==> images/congestion_map.png <==
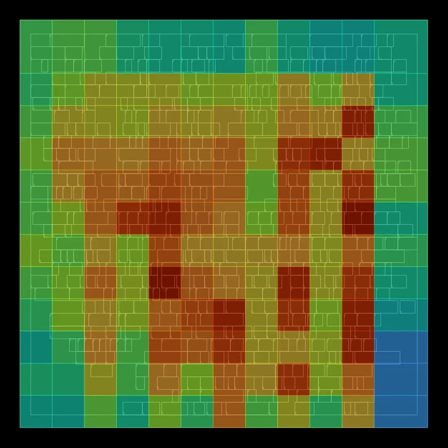
==> images/clock_wires.png <==
(4 px per um)
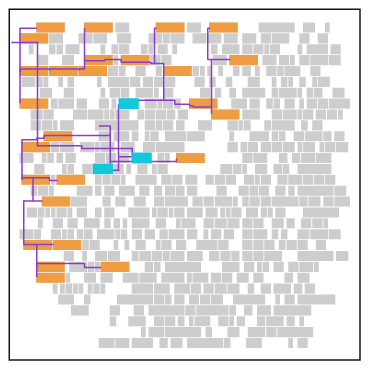
==> config.mk <==
export PLATFORM = sky130hd
export DESIGN_NAME = alu_seq
export DESIGN_NICKNAME = d
export VERILOG_FILES = /design/src/rtl/alu_seq.sv
export SDC_FILE = /design/constraint.sdc
export NUM_CORES = 1
export LEC_CHECK = 0
export CAP_MARGIN = 5
export CORE_MARGIN = 2
export CORE_UTILIZATION = 40
export DETAILED_ROUTE_END_ITERATION = 8
export PLACE_DENSITY = 0.6
export SYNTH_ARGS = -nofsm -noshare
export SYNTH_HDL_FRONTEND = slang
export SYNTH_SLANG_ARGS = --single-unit
==> constraint.sdc <==
create_clock -name Clk -period 2.35 [get_ports Clk]
set_input_delay 0.47 -clock Clk [delete_from_list [all_inputs] [get_ports Clk]]
set_output_delay 0.47 -clock Clk [all_outputs]
set_load 0.02 [all_outputs]
==> flow_summary.yaml <==
# synthesis and place-and-route metrics
outcome:
  run_status: "finished with violations"
  violations: "negative setup slack"
cells_and_area:
  final_layout_size_suffix_gt1_share_pct: 42.45
  final.fill_count: 563
  postLayoutCoreUtil_pct: 67.74
  final-comb-area_sq_um: 2454
  layout-area-overhead-vs-synth_pct: 64.77
  layout_nets: 571
  n_antenna_cell: 0
  register_area_sq_um: 520.5
routing:
  vias: 3522
  drt.antenna.violating_nets: 0
  post_drt_via_cell_ratio: 5.841
  postRouteWirelength_um: 10360
  dr.first_iter.drc_count: 200
  first_pass_iters: 5
  drc_errors: 0
timing:
  timing.slew.headroom_pct: 61.85
  fin_tns_setup_ns: -0.05795
  finalHoldViolCount: 0
  final_period_minus_worst_setup_slack_ns: 2.386
  hold_slack_ns: 0.4660
  post-route-worst-setup-slack_ns: -0.03628
  unrepaired_setup_endpoints_after_global_routing: "true"
  finalMaxSlewViolations: 0
  tightestPinTransition_ns: 0.5701
  final.period_utilization_pct: 101.5
  achievable-frequency_ghz: 0.4191
  final_number_of_setup_violating_endpoints: 3
pwr:
  total_power_mw: 1.820
  leakagePower_nw: 1.959
  pwr_density_cell_nw_per_um2: 397.7
  vdd_ir_drop_max_uv: 317.4
clocking:
  cts_hold_buffers: 0
  tritoncts_num_sinks: 26
  path_clk_slew_ns: 0.10
  h-tree-depth: 1
  clockRootBuffer: "clkbuf_8"
  clock_path_buffers: 2
  cts_inserted_buffers: 3
  cts.repair_timing.setup_buffer_count: 7
  postCtsResizedCells: 82
  tritoncts: "built"
run:
  openroad.warnings: 40
  max_cap_violations: 0
global_routing:
  gr-total-overflow: 0
  initial_antenna_violation_count: 0
  wire_length_of_the_first_global_routing_pass_um: 16560
  first_global_vias: 3399
  grt_start_max_net_pins: 27
floorplanning:
  core-area_sq_um: 6756
  dieArea_sq_um: 7627
  io-pin-count: 38
  initial_core_util_pct: 41.11
  horizontal_extent_of_the_die_um: 87.33
  row_count: 30
  die.size.y_um: 87.33
synthesis:
  ys_seq_share_pct: 18.74
  ys_seq_elements: 26
  top_area_cell: "dfxtp_1"
  syn-cell-area_sq_um: 2778
  async_flop_share_pct: 0
  ys_top_cells_by_area: "dfxtp_1 19%, ha_1 9.9%, a21oi_1 7.7%"
  flop_cell: "dfxtp_1"
  synthesized_area_fraction_occupied_by_and_or_nand_nor_cells_pct: 24.55
  yosys.cell_count.top_type: "a21oi_1"
  floorplan.nets: 427
  ys_warn_count: 0
  post_synth_ao_oa_area_fraction_pct: 31.08
  edf_count: 0
  adder_share_pct: 11.35
  avgSynthCellArea_sq_um: 7.310
  synth_cells: 380
  topCombFamilyByArea: "AND-OR/OR-AND gates"
  ys_cells: 380
  synth-area-yosys_sq_um: 2778
  synthXorXnorAreaFrac_pct: 0.9459
  post-synth-top-area-fraction_pct: 18.74
  multiplexer_share_of_the_synthesized_area_pct: 5.766
  post_synth_most_frequent_cells: "43 x a21oi_1, 36 x nor2_1, 26 x dfxtp_1, 26 x nand2_1, 25 x inv_1"
  synth.distinct_cells: 65
setup_path:
  cp.buffers_inverters: 3
  critical_path_depth: 10
  worst_ep_arrival_time_ns: 2.61
  cp_max_fo: 5
  cpMaxStageDelayCell: "or4b_4"
  worstSetupPathType: "in2reg"
  critical-path-top-delay-family: "simple AND/OR/NAND/NOR gates"
  reg2reg_setup_slack_ns: 0.09
  r2r_cells: 6
  crit_path_max_incr_delay_ns: 0.57
  worst_ep_required_time_ns: 2.58
  setup.worst_path.end_class: "flip-flop"
  timing.critical_path.cells: "dlygate4sd2_1, buf_6, ha_2, nor3b_2, buf_4, nor4b_4, nor3_2, or4b_4, nand2_4, a41o_1"
  startpoint_type: "input pin"
place:
  portBuffers: 37
  weighted_congestion_at_the_end_of_routability_driven_global_placement: 0.8895
  half_perimeter_wire_length_of_the_detailed_placement_result_um: 7761
hold_path:
  min_path_cells: 2
  worst_min_delay_path_category: "reg2reg"
About congestion_map.png:
met3 track demand over resource: 1.991%
final routed wire length divided by cell count: 17.18 um
met1 usage: 36.31%
Most Crowded Layer GR: met2
total global-route track usage: 26.98%

About clock_wires.png:
clock-net drivers: in cyan, count 3. clock wires: in purple, length 359 um. flip-flops: in orange, count 26.
There are 4 routed clock nets.
Max Clock Skew: 0.004697 ns
clock network power consumption: 381 uW
share of power burned in the clock network: 20.9%
insertion delay of the later-clocked pin in the worst-skew pair: 0.28 ns

cells in the final DEF, fill, tap and decap left out, types with 6 or more instances in the layout:
master,synthesis,layout
a31oi_1,7,7
nor3_2,0,7
inv_1,25,18
o21ai_0,23,15
buf_4,1,121
nor2b_1,7,6
a21oi_1,43,38
clkdlybuf4s50_1,0,17
ha_1,22,8
ha_4,0,10
dfxtp_1,26,26
mux2_2,8,8
nand3_1,8,8
nor2_1,36,35
buf_6,1,8
dlygate4sd2_1,0,9
mux2i_1,7,7
a211oi_1,17,13
nand2_1,26,25
per-stage QoR:
step | setup WS (ns) | cells | instance area (sq um)
3_3_place_gp | -0.8181 | 590 | 4038
2_1_floorplan | 0.01576 | 380 | 2794
4_1_cts | -0.005744 | 600 | 4359
5_1_grt | -0.07439 | 603 | 4577
6_report | -0.03628 | 603 | 4577
3_5_place_dp | -0.8454 | 590 | 4038
where the power goes:
| group | internal [mW] | switching [mW] | total (mW) |
|---|---|---|---|
| logic | 0.475 | 0.462 | 0.936 |
| registers | 0.476 | 0.0269 | 0.503 |
| clock network | 0.228 | 0.153 | 0.381 |
| total | 1.18 | 0.641 | 1.82 |
routing by layer:
| metal | up-vias | track usage, % | share of wire [%] | wire length [um] |
|---|---|---|---|---|
| met3 | 22 | 1.991 | 4.1 | 420 |
| met5 | - | 0 | 0 | 0 |
| met4 | 0 | 6.573 | 2.0 | 210 |
| met1 | 1700 | 36.31 | 45 | 4656 |
| met2 | 105 | 46.63 | 49 | 5070 |
| li1 | 1695 | - | - | - |
layout make-up:
class / instances / share of cell area (%)
well taps: 80 / 2.187
flip-flops and latches: 26 / 11.37
clock inverters: 1 / 0.6561
inverters: 26 / 2.242
multi-input cells: 303 / 53.61
repair buffers: 164 / 29.03
clock buffers: 3 / 0.9021
Power and IR drop assume default switching activity.
